### src/rtl/rgb_to_yuv_downsampler_pkg.sv
// Shared state enum, colour-space coefficients and small arithmetic helpers
// for the RGB-to-YUV compression path.
package rgb_to_yuv_downsampler_pkg;

    typedef enum logic [2:0] {
        S_RGB_IDLE,
        S_RGB_READ,
        S_RGB_WAIT,
        S_RGB_COMPUTE,
        S_RGB_WRITE,
        S_RGB_DONE
    } rgb_to_yuv_state_type;

    localparam int signed C_Y_R   = 16843;
    localparam int signed C_Y_G   = 33030;
    localparam int signed C_Y_B   = 6423;
    localparam int signed C_U_R   = -9699;
    localparam int signed C_U_G   = -19071;
    localparam int signed C_U_B   = 28770;
    localparam int signed C_V_R   = 28770;
    localparam int signed C_V_G   = -24117;
    localparam int signed C_V_B   = -4653;
    localparam int signed C_ROUND = 32768;
    localparam int signed C_Y_OFS = 16;
    localparam int signed C_C_OFS = 128;

    // Three-product multiply-accumulate with the rounding constant folded in.
    function automatic logic signed [31:0] mac3(input int signed c0, input int signed c1,
                                                input int signed c2, input logic [7:0] r,
                                                input logic [7:0] g, input logic [7:0] b);
        return c0 * $signed({24'd0, r}) + c1 * $signed({24'd0, g})
             + c2 * $signed({24'd0, b}) + C_ROUND;
    endfunction

    function automatic logic [7:0] clip_u8(input logic signed [31:0] x);
        if (x < 0) begin
            return 8'd0;
        end else if (x > 255) begin
            return 8'd255;
        end
        return x[7:0];
    endfunction

    function automatic logic [7:0] avg2(input logic [7:0] a, input logic [7:0] b);
        logic [8:0] s;
        s = {1'b0, a} + {1'b0, b} + 9'd1;
        return s[8:1];
    endfunction

endpackage

### src/rtl/yuv_pixel_converter.sv
// Combinational RGB-to-YUV conversion of one pixel, each component clipped
// to 8 bits.
module yuv_pixel_converter
    import rgb_to_yuv_downsampler_pkg::*;
(
    input  logic [7:0] i_r,
    input  logic [7:0] i_g,
    input  logic [7:0] i_b,
    output logic [7:0] o_y,
    output logic [7:0] o_u,
    output logic [7:0] o_v
);

    logic signed [31:0] w_y_acc;
    logic signed [31:0] w_u_acc;
    logic signed [31:0] w_v_acc;

    always_comb begin
        // Arithmetic shift gives floor division for negative chroma sums.
        w_y_acc = mac3(C_Y_R, C_Y_G, C_Y_B, i_r, i_g, i_b) >>> 16;
        w_u_acc = mac3(C_U_R, C_U_G, C_U_B, i_r, i_g, i_b) >>> 16;
        w_v_acc = mac3(C_V_R, C_V_G, C_V_B, i_r, i_g, i_b) >>> 16;
        o_y     = clip_u8(w_y_acc + C_Y_OFS);
        o_u     = clip_u8(w_u_acc + C_C_OFS);
        o_v     = clip_u8(w_v_acc + C_C_OFS);
    end

endmodule

### src/rtl/rgb_to_yuv_downsampler.sv
// Reads packed RGB from SRAM in groups of 4 pixels, converts to YUV, halves
// chroma horizontally and writes the Y, U and V planes back.
module rgb_to_yuv_downsampler #(
    parameter int unsigned RGB_BASE   = 146944,
    parameter int unsigned Y_BASE     = 0,
    parameter int unsigned U_BASE     = 38400,
    parameter int unsigned V_BASE     = 57600,
    parameter int unsigned NUM_PIXELS = 76800
) (
    input  logic        Clock,
    input  logic        Resetn,
    input  logic        Enable,
    output logic        Done,
    output logic [17:0] SRAM_address,
    input  logic [15:0] SRAM_read_data,
    output logic [15:0] SRAM_write_data,
    output logic        SRAM_we_n
);

    import rgb_to_yuv_downsampler_pkg::*;

    localparam logic [17:0] RgbBase   = 18'(RGB_BASE);
    localparam logic [17:0] YBase     = 18'(Y_BASE);
    localparam logic [17:0] UBase     = 18'(U_BASE);
    localparam logic [17:0] VBase     = 18'(V_BASE);
    localparam logic [17:0] LastGroup = 18'(NUM_PIXELS / 4 - 1);

    rgb_to_yuv_state_type r_state;
    logic [2:0]  r_step;
    logic [17:0] r_group;
    logic [17:0] r_rgb_ptr;
    logic [17:0] r_y_ptr;
    logic [17:0] r_c_off;
    logic [15:0] r_buf [6];
    logic [7:0]  r_y [4];
    logic [7:0]  r_u [4];
    logic [7:0]  r_v [4];
    logic [17:0] r_address;
    logic [15:0] r_wdata;
    logic        r_we_n;
    logic        r_done;

    logic [7:0] w_r, w_g, w_b;
    logic [7:0] w_y, w_u, w_v;

    // Pixel selector over the 6-word buffer: two pixels per three words.
    always_comb begin
        w_r = '0;
        w_g = '0;
        w_b = '0;
        unique case (r_step[1:0])
            2'd0: begin
                {w_r, w_g} = r_buf[0];
                w_b        = r_buf[1][15:8];
            end
            2'd1: begin
                w_r        = r_buf[1][7:0];
                {w_g, w_b} = r_buf[2];
            end
            2'd2: begin
                {w_r, w_g} = r_buf[3];
                w_b        = r_buf[4][15:8];
            end
            2'd3: begin
                w_r        = r_buf[4][7:0];
                {w_g, w_b} = r_buf[5];
            end
        endcase
    end

    yuv_pixel_converter u_conv (
        .i_r (w_r),
        .i_g (w_g),
        .i_b (w_b),
        .o_y (w_y),
        .o_u (w_u),
        .o_v (w_v)
    );

    always_ff @(posedge Clock or negedge Resetn) begin
        if (!Resetn) begin
            r_state   <= S_RGB_IDLE;
            r_step    <= '0;
            r_group   <= '0;
            r_rgb_ptr <= '0;
            r_y_ptr   <= '0;
            r_c_off   <= '0;
            r_address <= '0;
            r_wdata   <= '0;
            r_we_n    <= 1'b1;
            r_done    <= 1'b0;
            for (int i = 0; i < 6; i++) r_buf[i] <= '0;
            for (int i = 0; i < 4; i++) begin
                r_y[i] <= '0;
                r_u[i] <= '0;
                r_v[i] <= '0;
            end
        end else begin
            r_done <= 1'b0;
            case (r_state)
                S_RGB_IDLE: begin
                    if (Enable) begin
                        r_group   <= '0;
                        r_rgb_ptr <= RgbBase;
                        r_y_ptr   <= YBase;
                        r_c_off   <= '0;
                        r_address <= RgbBase;
                        r_step    <= '0;
                        r_state   <= S_RGB_READ;
                    end
                end
                S_RGB_READ: begin
                    // Data arrives two cycles behind its address.
                    if (r_step >= 3'd2) r_buf[r_step - 3'd2] <= SRAM_read_data;
                    r_step <= r_step + 3'd1;
                    if (r_step == 3'd5) begin
                        r_state <= S_RGB_WAIT;
                    end else begin
                        r_address <= r_address + 18'd1;
                    end
                end
                S_RGB_WAIT: begin
                    r_buf[r_step - 3'd2] <= SRAM_read_data;
                    r_step <= r_step + 3'd1;
                    if (r_step == 3'd7) begin
                        r_step  <= '0;
                        r_state <= S_RGB_COMPUTE;
                    end
                end
                S_RGB_COMPUTE: begin
                    r_y[r_step[1:0]] <= w_y;
                    r_u[r_step[1:0]] <= w_u;
                    r_v[r_step[1:0]] <= w_v;
                    r_step <= r_step + 3'd1;
                    if (r_step == 3'd3) begin
                        r_step    <= '0;
                        r_address <= r_y_ptr;
                        r_wdata   <= {r_y[0], r_y[1]};
                        r_we_n    <= 1'b0;
                        r_state   <= S_RGB_WRITE;
                    end
                end
                S_RGB_WRITE: begin
                    r_step <= r_step + 3'd1;
                    unique case (r_step[1:0])
                        2'd0: begin
                            r_address <= r_y_ptr + 18'd1;
                            r_wdata   <= {r_y[2], r_y[3]};
                        end
                        2'd1: begin
                            r_address <= UBase + r_c_off;
                            r_wdata   <= {avg2(r_u[0], r_u[1]), avg2(r_u[2], r_u[3])};
                        end
                        2'd2: begin
                            r_address <= VBase + r_c_off;
                            r_wdata   <= {avg2(r_v[0], r_v[1]), avg2(r_v[2], r_v[3])};
                        end
                        2'd3: begin
                            r_we_n <= 1'b1;
                            r_step <= '0;
                            if (r_group == LastGroup) begin
                                r_done  <= 1'b1;
                                r_state <= S_RGB_DONE;
                            end else begin
                                r_group   <= r_group + 18'd1;
                                r_rgb_ptr <= r_rgb_ptr + 18'd6;
                                r_address <= r_rgb_ptr + 18'd6;
                                r_y_ptr   <= r_y_ptr + 18'd2;
                                r_c_off   <= r_c_off + 18'd1;
                                r_state   <= S_RGB_READ;
                            end
                        end
                    endcase
                end
                S_RGB_DONE: begin
                    r_state <= S_RGB_IDLE;
                end
                default: begin
                    r_state <= S_RGB_IDLE;
                end
            endcase
        end
    end

    assign SRAM_address    = r_address;
    assign SRAM_write_data = r_wdata;
    assign SRAM_we_n       = r_we_n;
    assign Done            = r_done;

endmodule

### config.mk
export PLATFORM = sky130hd
export DESIGN_NAME = rgb_to_yuv_downsampler
export DESIGN_NICKNAME = d
export VERILOG_FILES = /design/src/rtl/rgb_to_yuv_downsampler_pkg.sv /design/src/rtl/yuv_pixel_converter.sv /design/src/rtl/rgb_to_yuv_downsampler.sv
export SDC_FILE = /design/constraint.sdc
export NUM_CORES = 2
export LEC_CHECK = 0
export CAP_MARGIN = 20
export CORE_MARGIN = 2
export CORE_UTILIZATION = 40
export CTS_CLUSTER_DIAMETER = 40
export DETAILED_ROUTE_END_ITERATION = 8
export PLACE_DENSITY = 0.63
export SLEW_MARGIN = 30
export SYNTH_ARGS = -nofsm -noshare
export SYNTH_HDL_FRONTEND = slang
export SYNTH_SLANG_ARGS = --single-unit
### constraint.sdc
create_clock -name Clock -period 11.51 [get_ports Clock]
set_input_delay 1.151 -clock Clock [delete_from_list [all_inputs] [get_ports Clock]]
set_output_delay 1.151 -clock Clock [all_outputs]
set_load 0.005 [all_outputs]
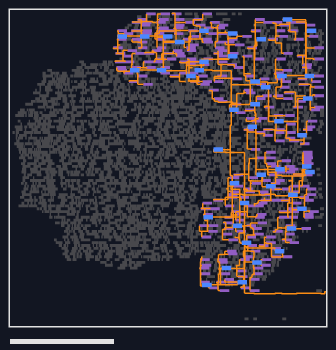
(images/clock_map.png)
The bar under the picture is 100 um long.
- clock wires: orange (length 4,530 um)
- flip-flops: purple (count 304)
- cells driving clock nets: blue (count 44)
- routed clock nets: 45

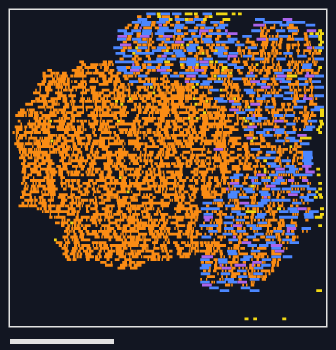
(images/cell_classes.png)
The bar under the picture is 100 um long.
- clock drivers and dummy loads: purple (cells 79)
- other buffers and delay cells: yellow (cells 111)
- flip-flops: blue (cells 304)
- all other logic: orange (cells 3,532)
fin util: 0.443
post-route cell area: 39,700 sq um
Row Count: 110

==> results.yml <==
# implementation run metrics
yosys:
  synth_area_leader_cell: "dfrtp_1"
  top_cells_by_area: "dfrtp_1 (21%), ha_1 (21%), fa_1 (15%)"
  yosys.area_share.simple: 0.105
  ff_type: "dfrtp_1"
  ys_seq_frac: 0.211
clock_tree:
  cts_tree: "built"
  htreeDepth: 2
  cts_repair_resize_count: 0
final_layout:
  regArea_sq_um: 7610
  buffers: 111
  mostFrequentLayoutCell: "inv_1"
  final_cell_mix: "inv_1 (610), ha_1 (596), dfrtp_1 (303)"
outcome:
  status: "complete, no violations"
placement:
  dp_hpwl_um: 80400
critical_path:
  critical_path_required_ps: 11940
  r2r_end: "r_y[25]$_DFFE_PN0P_"
hold_path:
  hp-class: "flop to flop"
global_routing:
  first_global_vias: 27700
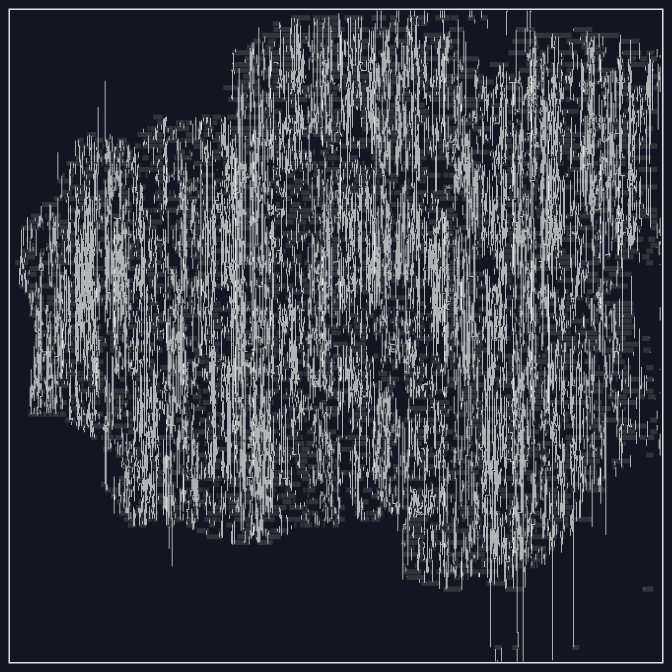
(images/met2.png)
- main direction: vertical
- nets with wire on the layer: 4,018
- longest straight run: 135 um
- wire length on this layer: 46.0 mm
- share of all routed wire: 47%

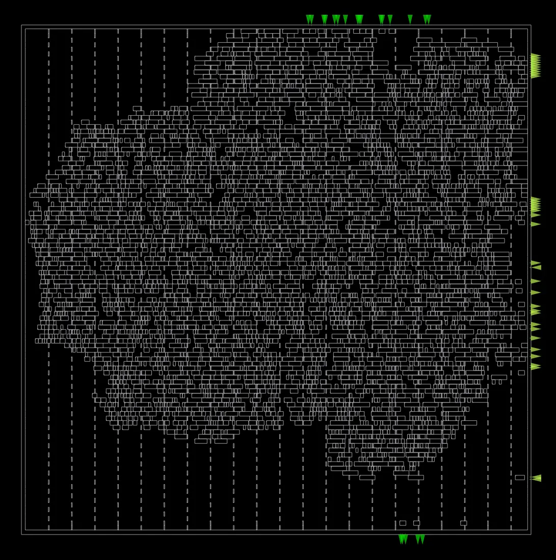
(images/final_placement.png)
Seq cells: 304
FILL cells: 8,833
core area: 89,700 sq um

